`src/rtl/mult_secuencial.sv`:
```
// Iterative signed fixed-point shift-and-add multiplier.
// Handles one multiplier bit per clock, then rounds and saturates to Q(W-F).F.
module mult_secuencial #(
  parameter int W = 23,
  parameter int F = 8
) (
  input  logic         CLK,
  input  logic         Reset,
  input  logic         start,
  input  logic [W-1:0] A,
  input  logic [W-1:0] B,
  output logic         busy,
  output logic         done,
  output logic [W-1:0] Resultado,
  output logic         overflow
);

  localparam int CW = $clog2(W);
  localparam logic [2*W-1:0] HALF = ((2*W)'(1) << F) >> 1;
  localparam logic [2*W-1:0] MAXP = (2*W)'({1'b0, {(W-1){1'b1}}});
  localparam logic [2*W-1:0] MAXN = (2*W)'({1'b1, {(W-1){1'b0}}});
  localparam logic [W-1:0]   SATP = {1'b0, {(W-1){1'b1}}};
  localparam logic [W-1:0]   SATN = {1'b1, {(W-1){1'b0}}};
  localparam logic [CW-1:0]  LAST = CW'(W - 1);

  typedef enum logic [1:0] {
    IDLE,
    CALC,
    ROUND
  } state_t;

  state_t          state_q, state_d;
  logic [2*W-1:0]  acc_q, acc_d;
  logic [2*W-1:0]  mcand_q, mcand_d;
  logic [W-1:0]    mplr_q, mplr_d;
  logic [CW-1:0]   cnt_q, cnt_d;
  logic            sign_q, sign_d;
  logic [W-1:0]    res_q, res_d;
  logic            ovf_q, ovf_d;
  logic            done_q, done_d;

  logic [W-1:0]    a_mag, b_mag;
  logic [2*W-1:0]  sum, mag;

  // Two's-complement magnitude; the most negative value maps to 2^(W-1).
  assign a_mag = A[W-1] ? (~A + {{(W-1){1'b0}}, 1'b1}) : A;
  assign b_mag = B[W-1] ? (~B + {{(W-1){1'b0}}, 1'b1}) : B;

  assign sum = acc_q + HALF;
  assign mag = sum >> F;

  always_ff @(posedge CLK or posedge Reset) begin
    if (Reset) begin
      state_q <= IDLE;
      acc_q   <= '0;
      mcand_q <= '0;
      mplr_q  <= '0;
      cnt_q   <= '0;
      sign_q  <= 1'b0;
      res_q   <= '0;
      ovf_q   <= 1'b0;
      done_q  <= 1'b0;
    end else begin
      state_q <= state_d;
      acc_q   <= acc_d;
      mcand_q <= mcand_d;
      mplr_q  <= mplr_d;
      cnt_q   <= cnt_d;
      sign_q  <= sign_d;
      res_q   <= res_d;
      ovf_q   <= ovf_d;
      done_q  <= done_d;
    end
  end

  always_comb begin
    state_d = state_q;
    acc_d   = acc_q;
    mcand_d = mcand_q;
    mplr_d  = mplr_q;
    cnt_d   = cnt_q;
    sign_d  = sign_q;
    res_d   = res_q;
    ovf_d   = ovf_q;
    done_d  = 1'b0;
    unique case (state_q)
      IDLE: begin
        if (start) begin
          sign_d  = A[W-1] ^ B[W-1];
          mcand_d = (2*W)'(a_mag);
          mplr_d  = b_mag;
          acc_d   = '0;
          cnt_d   = '0;
          state_d = CALC;
        end
      end
      CALC: begin
        if (mplr_q[0]) acc_d = acc_q + mcand_q;
        mcand_d = mcand_q << 1;
        mplr_d  = mplr_q >> 1;
        cnt_d   = cnt_q + 1'b1;
        if (cnt_q == LAST) state_d = ROUND;
      end
      ROUND: begin
        done_d  = 1'b1;
        state_d = IDLE;
        if (!sign_q) begin
          ovf_d = (mag > MAXP);
          res_d = ovf_d ? SATP : mag[W-1:0];
        end else begin
          // Negating zero yields zero, so no negative-zero special case.
          ovf_d = (mag > MAXN);
          res_d = ovf_d ? SATN
                        : (~mag[W-1:0] + {{(W-1){1'b0}}, 1'b1});
        end
      end
      default: state_d = IDLE;
    endcase
  end

  assign busy      = (state_q == CALC) || (state_q == ROUND);
  assign done      = done_q;
  assign Resultado = res_q;
  assign overflow  = ovf_q;

endmodule

```
`config.mk`:
```
export PLATFORM = sky130hd
export DESIGN_NAME = mult_secuencial
export DESIGN_NICKNAME = d
export VERILOG_FILES = /design/src/rtl/mult_secuencial.sv
export SDC_FILE = /design/constraint.sdc
export NUM_CORES = 1
export LEC_CHECK = 0
export CORE_MARGIN = 1.5
export CORE_UTILIZATION = 25
export DETAILED_ROUTE_END_ITERATION = 10
export PLACE_DENSITY_LB_ADDON = 0.12
export REMOVE_ABC_BUFFERS = 1
export SYNTH_ARGS = -nofsm -noshare
export SYNTH_HDL_FRONTEND = slang
export SYNTH_SLANG_ARGS = --single-unit
```
`constraint.sdc`:
```
create_clock -name CLK -period 6.08 [get_ports CLK]
set_input_delay 0.608 -clock CLK [delete_from_list [all_inputs] [get_ports CLK]]
set_output_delay 0.608 -clock CLK [all_outputs]
set_load 0.05 [all_outputs]
```
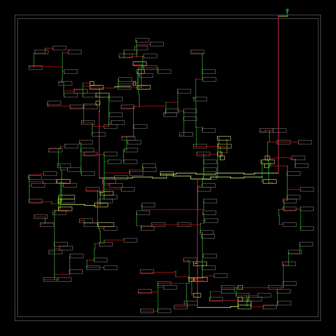
*Clock routing, run 1*
seq_cells: 148
clock sink count: 148

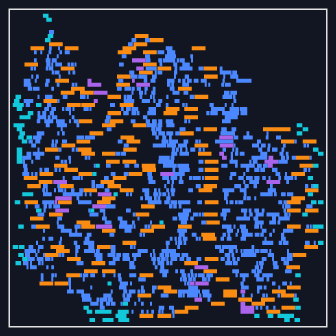
*Cell classes on the final placement, run 1*
clock drivers and dummy loads -> purple  # cells 32, share of their area 5.0%
other buffers and delay cells -> cyan  # cells 80, share of their area 6.5%
flops -> orange  # cells 148, share of their area 31%
combinational and other logic -> blue  # cells 1098, share of their area 58%

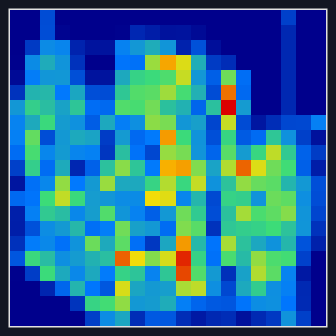
*Wiring heat map, run 1*
The die is cut into 21 by 21 equal tiles; dark blue is low, red is high, scaled to the fullest tile. Values are wire area over tile area, all layers added.
tiles over half the peak = 18%
fullest tile = 0.36
emptiest ninth of the die = north-east
nearly empty tiles = 18%

==> flow_summary.toml, run 1 <==
# generated from flow reports
[cells_and_area]
synthToLayoutAreaGrowth_pct = 16.73
clock_buffers = 19
largest_class = "multi-input combinational cells"
nets = 1450
comb_share = 0.5293

[yosys]
synthArstFlopShare = 1.000
yosysTopAreaCell = "dfrtp_1"
ys_sh_simple = 0.2032
aoi_share = 0.2410
postSynthSeqShare = 0.3393
synth-edff-count = 0
synth-main-ff-cell = "dfrtp_1"
netlist_area_um2 = 10920

[worst_hold_path]
hold_path_class = "reg2reg"

[grt]
grt_pass1_vias = 9024
grt_max_degree = 110

[worst_setup_path]
cp_cell_sequence = "ha_1, nand3_4, nor4_1, a21oi_1, a2bb2oi_1, a2111oi_4, nand3_1, nor2_2, nand2_1, a21oi_1, a211oi_1"
crit_start = "acc_q[7]$_DFFE_PP0P_"
critPathSlowestCell = "dfrtp_1"
critPathMaxStageDelay_ps = 570

[sta]
hold_viol_final = 0
finalSetupViolations = 0

[routing]
first_iter_violations = 548
vias = 9235

[flow_run]
cap_violations = 0
warnings = 32

[die]
chip_area_um2 = 44930

[outcome]
status = "completed"

[clock_network]
ctsHoldBuffers = 0
run 1: kinds of logic (layout without fill, tap and decap cells):
group           after synthesis  in the layout
buf+inv                     115            158
simple gates                445            445
xor+xnor                    118            118
fa+ha+maj                    56             56
mux                          11             11
compound gates              422            422
flops                       148            148
run 1: Yosys cell counts (12+ instances only):
master and instances:
nand2_1 175, dfrtp_1 148, o21ai_0 138, a21oi_1 115
nor2_1 103, xor2_1 71, ha_1 55, xnor2_1 47
inv_1 46, clkbuf_1 42, nand3_1 30, o31ai_1 25
a22o_1 24, a21o_1 22, nand4_1 21, nor3_1 20
nand2b_1 13, and3_1 12
run 1: power breakdown:
group / switching [mW] / internal (mW) / total (mW) / leakage (nW)
combinational: 1.62 / 0.952 / 2.57 / 3.19
sequential: 0.347 / 1.26 / 1.61 / 1.86
clock: 0.471 / 0.632 / 1.10 / 0.291
run 1: worst paths after layout:
kind	endpoint	slack, ps	cells after the start
max in group asynchronous	Resultado[0]$_DFFE_PP0P_	4010	3
worst min-delay path	mplr_q[11]$_DFFE_PP0P_	480	2
worst max register to register	Resultado[20]$_DFFE_PP0P_	2320	11
worst min register to register	mplr_q[11]$_DFFE_PP0P_	480	2
worst max-delay path	Resultado[20]$_DFFE_PP0P_	2320	11
min in group asynchronous	mplr_q[11]$_DFFE_PP0P_	740	2
run 1: placed cells by master, fill, tap and decap left out, types with 10 or more instances in the layout:
master,instances
clkdlybuf4s50_1,74
xor2_1,71
nor3_1,20
nand2b_1,13
and3_1,12
ha_1,53
o31ai_1,25
a21oi_1,115
xnor2_1,47
nand2_1,175
o21bai_1,10
dfrtp_1,148
nand4_1,21
clkbuf_16,17
nand3_1,30
nor2_1,103
a22o_1,24
o21ai_0,137
a31oi_1,11
inv_1,45
a21o_1,22
run 1: worst reg2reg max path, stage by stage (launching register included):
cell       delay, ps
dfrtp_1          570
ha_1             420
nand3_4          210
nor4_1           460
a21oi_1          140
a2bb2oi_1        180
a2111oi_4        380
nand3_1          200
nor2_2           500
nand2_1          310
a21oi_1          200
a211oi_1          60
run 1: flip-flops by register name (all words and copies together) (netlist names):
signal	count
Resultado	23
acc_q	46
cnt_q	5
done	1
mcand_q	46
mplr_q	23
overflow	1
sign_q	1
state_q	2
run 1: metal layers:
metal	wire (um)	part of all wire	GRT usage
met5	0	0	0
met4	285	0.0094	0.03916
met3	744	0.025	0.02032
met2	13190	0.44	0.2148
met1	15960	0.53	0.2037
run 1: metrics by stage:
| stage | power, mW | hold WS [ps] | setup WS [ps] | instances | utilization |
|---|---|---|---|---|---|
| after floorplan | 3.416 | 448.8 | 443.3 | 1246 | - |
| after global placement | 4.235 | 465.0 | 2266 | 1911 | 0.2819 |
| after detailed placement | 4.229 | 471.8 | 2264 | 1911 | 0.2819 |
| after CTS | 5.362 | 487.4 | 2239 | 1943 | 0.2958 |
| after global routing | 5.767 | 510.6 | 1961 | 1943 | 0.2958 |
| final | 5.277 | 483.3 | 2321 | 1943 | 0.2958 |
### Clock network drawn from the DEF, run 1

Bar = 50 um.
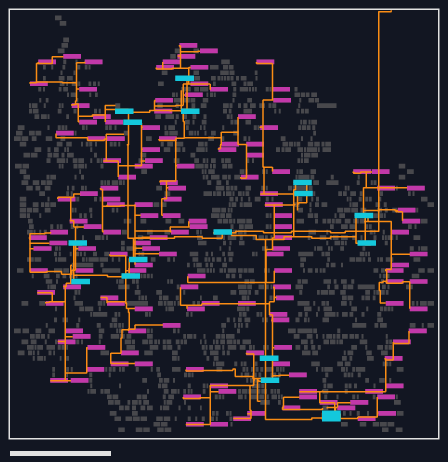

## Run 2: what changed since run 1
clock period = 3.05 ns   (was 6.08 ns; I/O delays follow)
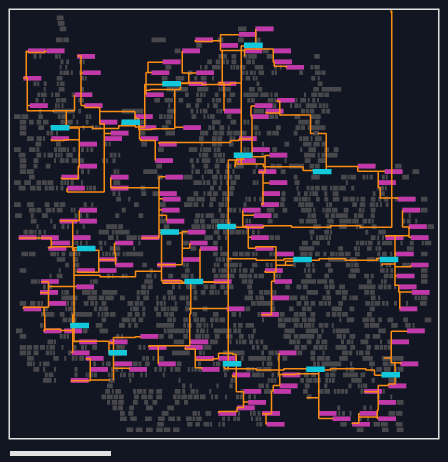
*Clock network drawn from the DEF, run 2*
Bar = 50 um.
clock wires -> orange  # length 2700 um
flip-flops -> magenta  # count 148
clock drivers -> cyan  # count 17
flops lie = spread over the die

==> flow_summary.toml, run 2 <==
# generated from flow reports
[power_and_ir_drop]
p_switching_mw = 5.428
swShare = 0.4195
pwr-share-seq = 0.231
p_clk_frac = 0.192
pwr-share-comb = 0.577

[yosys]
synth_dominant_cell_count = "nand2_1"
yosysTopAreaCell = "dfrtp_1"
postSynthSeqShare = 0.3393
netlist_area_um2 = 10920
top_cells_by_count = "nand2_1 (175), dfrtp_1 (148), o21ai_0 (138)"
synth-main-ff-cell = "dfrtp_1"
synthArstFlopShare = 1.000
synth-edff-count = 0

[worst_hold_path]
hold_path_class = "in2async"

[sta]
slew_violations = 0
finalSetupViolations = 0
hold_viol_final = 0

[clock_network]
root_buffer = "clkbuf_16"
numClockSinks = 148
ctsHoldBuffers = 0

[routing]
first_iter_violations = 492
vias = 10069

[die]
chip_area_um2 = 44930

[outcome]
status = "completed"

[flow_run]
cap_violations = 0
warnings = 31

[grt]
grt_pass1_vias = 10071

[cells_and_area]
fin_util = 0.3483
mostFrequentLayoutCell = "buf_4"

[worst_setup_path]
r2r_cells = 13
r2r_slack_ps = 50
rr_endpoint = "Resultado[6]$_DFFE_PP0P_"

[place]
pre_cts_ws_ps = -195.0
-- run 2: cell count changes in the layout (fill, tap and decap cells not counted), sizes merged --
cell / delta
inv: -3
buf: +213
clkinvlp: -1
bufinv: +4
-- run 2: final cells by class --
cell class              count  area [um2]
repair buffers            293        2490
flip-flops and latches    148        3705
clock inverters            13       229.0
well taps                 585       732.0
inverters                  46       177.7
fillers                  4547       28070
multi-input cells        1052        7228
clock buffers              19       442.9
-- run 2: cell families (layout without fill, tap and decap cells) --
group	Yosys count	after routing	share of synthesized area
muxes	11	11	0.01100
xor gates and xnor gates	118	118	0.09467
adders and majority gates	56	56	0.06487
AOI/OAI and AO/OA	422	422	0.2410
buffers and inverters	115	371	0.04596
and+or+nand+nor	445	445	0.2032
DFF	148	148	0.3393
-- run 2: metrics by stage --
step | area (um2) | cells
after detailed placement | 13530 | 2090
after global placement | 13530 | 2090
after floorplan | 10590 | 1246
final | 15000 | 2156
after global routing | 15000 | 2156
after CTS | 14450 | 2140
-- run 2: how the worst max path moves through the flow --
stage | start | endpoint | depth (start not counted)
floorplan | state_q[1]$_DFFE_PP0P_ | acc_q[0]$_DFFE_PP0P_ | 5
global placement | acc_q[9]$_DFFE_PP0P_ | Resultado[1]$_DFFE_PP0P_ | 13
detailed placement | acc_q[9]$_DFFE_PP0P_ | Resultado[1]$_DFFE_PP0P_ | 13
CTS | acc_q[25]$_DFFE_PP0P_ | Resultado[5]$_DFFE_PP0P_ | 14
global route | acc_q[0]$_DFFE_PP0P_ | acc_q[44]$_DFFE_PP0P_ | 16
finish | acc_q[10]$_DFFE_PP0P_ | Resultado[6]$_DFFE_PP0P_ | 13
-- run 2: worst max-delay path: stages (launching register included) --
cell and delay, ps:
dfrtp_1 380, buf_6 140, and4_4 250, nand3_4 120, buf_6 170, nor3_4 180
mux2_4 310, o31a_1 270, and4b_1 300, o211a_4 220, nand2b_4 150, nand2_4 60
a221o_1 290, o21ai_2 50
-- run 2: routing by layer --
metal	vias up	track usage	part of all wire	wire [um]
met4	0	0.04384	0.015	475
li1	5226	-	-	-
met2	107	0.2438	0.45	14670
met1	4709	0.2043	0.51	16430
met5	-	0	0	0
met3	27	0.03160	0.026	850
-- run 2: power by group through the flow --
| stage | registers (mW) | clock network (mW) | logic (mW) |
|---|---|---|---|
| 2_1_floorplan | 3.03 | 0 | 3.78 |
| 3_3_place_gp | 3.02 | 0 | 6.75 |
| 3_5_place_dp | 3.03 | 0 | 6.78 |
| 4_1_cts | 2.98 | 2.57 | 7.09 |
| 5_1_grt | 3.07 | 2.65 | 8.28 |
| 6_report | 2.99 | 2.48 | 7.47 |
-- run 2: timing repair --
action / 4_1_cts / 5_1_grt
buffers inserted: 18 / 18
endpoints found under the setup margin: 36 / 40
resized: 31 / 96
endpoints found under the hold margin: 0 / 0
pin swaps: 12 / 45
### Wiring heat map, run 2

The die is cut into 21 by 21 equal tiles; dark blue is low, red is high, scaled to the fullest tile. Values are wire area over tile area, all layers added.
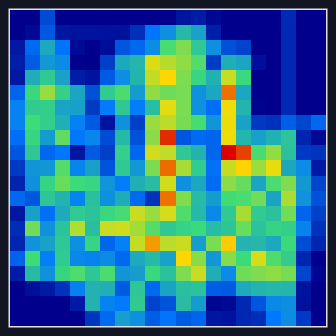

## Run 3: what changed since run 2
CORE_MARGIN = not set   (was 1.5)
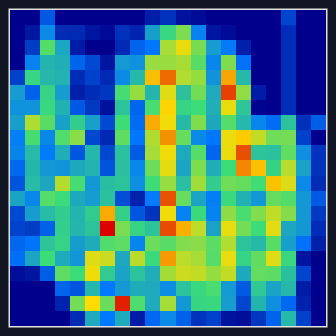
*Wiring heat map, run 3*
The die is cut into 21 by 21 equal tiles; dark blue is low, red is high, scaled to the fullest tile. Values are wire area over tile area, all layers added.
tiles over half the peak = 27%
nearly empty tiles = 14%
fullest tile = 0.32
mean over tiles = 0.11

==> flow_summary.toml, run 3 <==
# generated from flow reports
[worst_setup_path]
cp_num_buf_inv = 2
critPathSlowestCell = "or4_4"
cp_cell_sequence = "buf_6, and4_4, nand3_4, or4_4, mux2i_4, a21oi_2, a2111oi_4, buf_4, o211a_4, nand2b_4, nand2_4, a221o_1, o21ai_2"
critPathTopFamily = "simple AND/OR/NAND/NOR gates"

[die]
chip_area_um2 = 44510

[outcome]
status = "completed"

[place]
place_area_um2 = 13580

[sta]
hold_viol_final = 0
slew_violations = 0
finalSetupViolations = 0

[cells_and_area]
stdcell_count = 2138
synthToLayoutAreaGrowth_pct = 34.44
seq_area_um2 = 3706
fillers = 4553
stdcell_area_um2 = 14680

[yosys]
synth_dominant_cell_count = "nand2_1"
synth-edff-count = 0
postSynthSeqShare = 0.3393
top_cells_by_count = "nand2_1 (175), dfrtp_1 (148), o21ai_0 (138)"

[flow_run]
warnings = 34

[worst_hold_path]
hold_path_class = "in2async"

[clock_network]
ctsHoldBuffers = 0

[routing]
first_iter_violations = 430

[grt]
grt_max_degree = 110
-- run 3: final cells by class --
cell class | count | area share
inverter | 46 | 0.01211
tap | 585 | 0.04987
clock buffer | 20 | 0.03180
sequential | 148 | 0.2525
clock inverter | 12 | 0.01211
multi-input combinational | 1052 | 0.4816
timing repair buffer | 275 | 0.1600
-- run 3: repair_timing --
item,4_1_cts,5_1_grt
buffers inserted,5,5
cloned,0,1
pin swaps,7,23
resized,17,66
endpoints found under the setup margin,27,37
-- run 3: report_power, final --
group | internal (mW) | switching, mW
logic | 3.51 | 3.93
registers | 2.51 | 0.509
clock network | 1.43 | 0.904
-- run 3: per-stage QoR --
| stage | hold WS, ps | worst slack [ps] | power (mW) | TNS [ps] |
|---|---|---|---|---|
| finish | 214.1 | 41.92 | 12.79 | 0 |
| global route | 234.6 | -123.3 | 13.90 | -2110 |
| CTS | 220.5 | -14.12 | 12.49 | -14.12 |
| detailed placement | 470.6 | -152.9 | 9.980 | -1435 |
| global placement | 464.4 | -82.55 | 9.953 | -832.3 |
| floorplan | 437.7 | -2587 | 6.809 | -363780 |
-- run 3: worst paths after layout --
kind	startpoint	end	slack (ps)	cells after the start
setup / recovery	acc_q[10]$_DFFE_PP0P_	Resultado[6]$_DFFE_PP0P_	40	13
hold / removal	Reset	mplr_q[8]$_DFFE_PP0P_	210	2
setup reg to reg	acc_q[10]$_DFFE_PP0P_	Resultado[6]$_DFFE_PP0P_	40	13
hold reg to reg	mplr_q[22]$_DFFE_PP0P_	mplr_q[22]$_DFFE_PP0P_	480	2
max in group asynchronous	Reset	mcand_q[20]$_DFFE_PP0P_	2030	3
min in group CLK	mplr_q[22]$_DFFE_PP0P_	mplr_q[22]$_DFFE_PP0P_	480	2
-- run 3: per-layer routing --
layer,share of wire,global-route usage,wire [um]
met5,0,0,0
met4,0.017,0.05372,545
met3,0.019,0.01933,611
met2,0.46,0.2439,14660
met1,0.51,0.2096,16380
-- run 3: worst reg2reg max path, stage by stage (launching register included) --
cell,delay [ps]
dfrtp_1,400
buf_6,120
and4_4,240
nand3_4,110
or4_4,570
mux2i_4,190
a21oi_2,90
a2111oi_4,260
buf_4,180
o211a_4,190
nand2b_4,160
nand2_4,60
a221o_1,300
o21ai_2,60
-- run 3: cell families (layout without fill, tap and decap cells) --
group | Yosys count | in the layout | share of synthesized area
muxes | 11 | 11 | 0.01100
xor gates and xnor gates | 118 | 118 | 0.09467
AOI/OAI and AO/OA | 422 | 422 | 0.2410
adders and majority gates | 56 | 56 | 0.06487
buffers and inverters | 115 | 353 | 0.04596
DFF | 148 | 148 | 0.3393
and+or+nand+nor | 445 | 445 | 0.2032
No activity file was given, so power comes from the tool's default toggle rates.
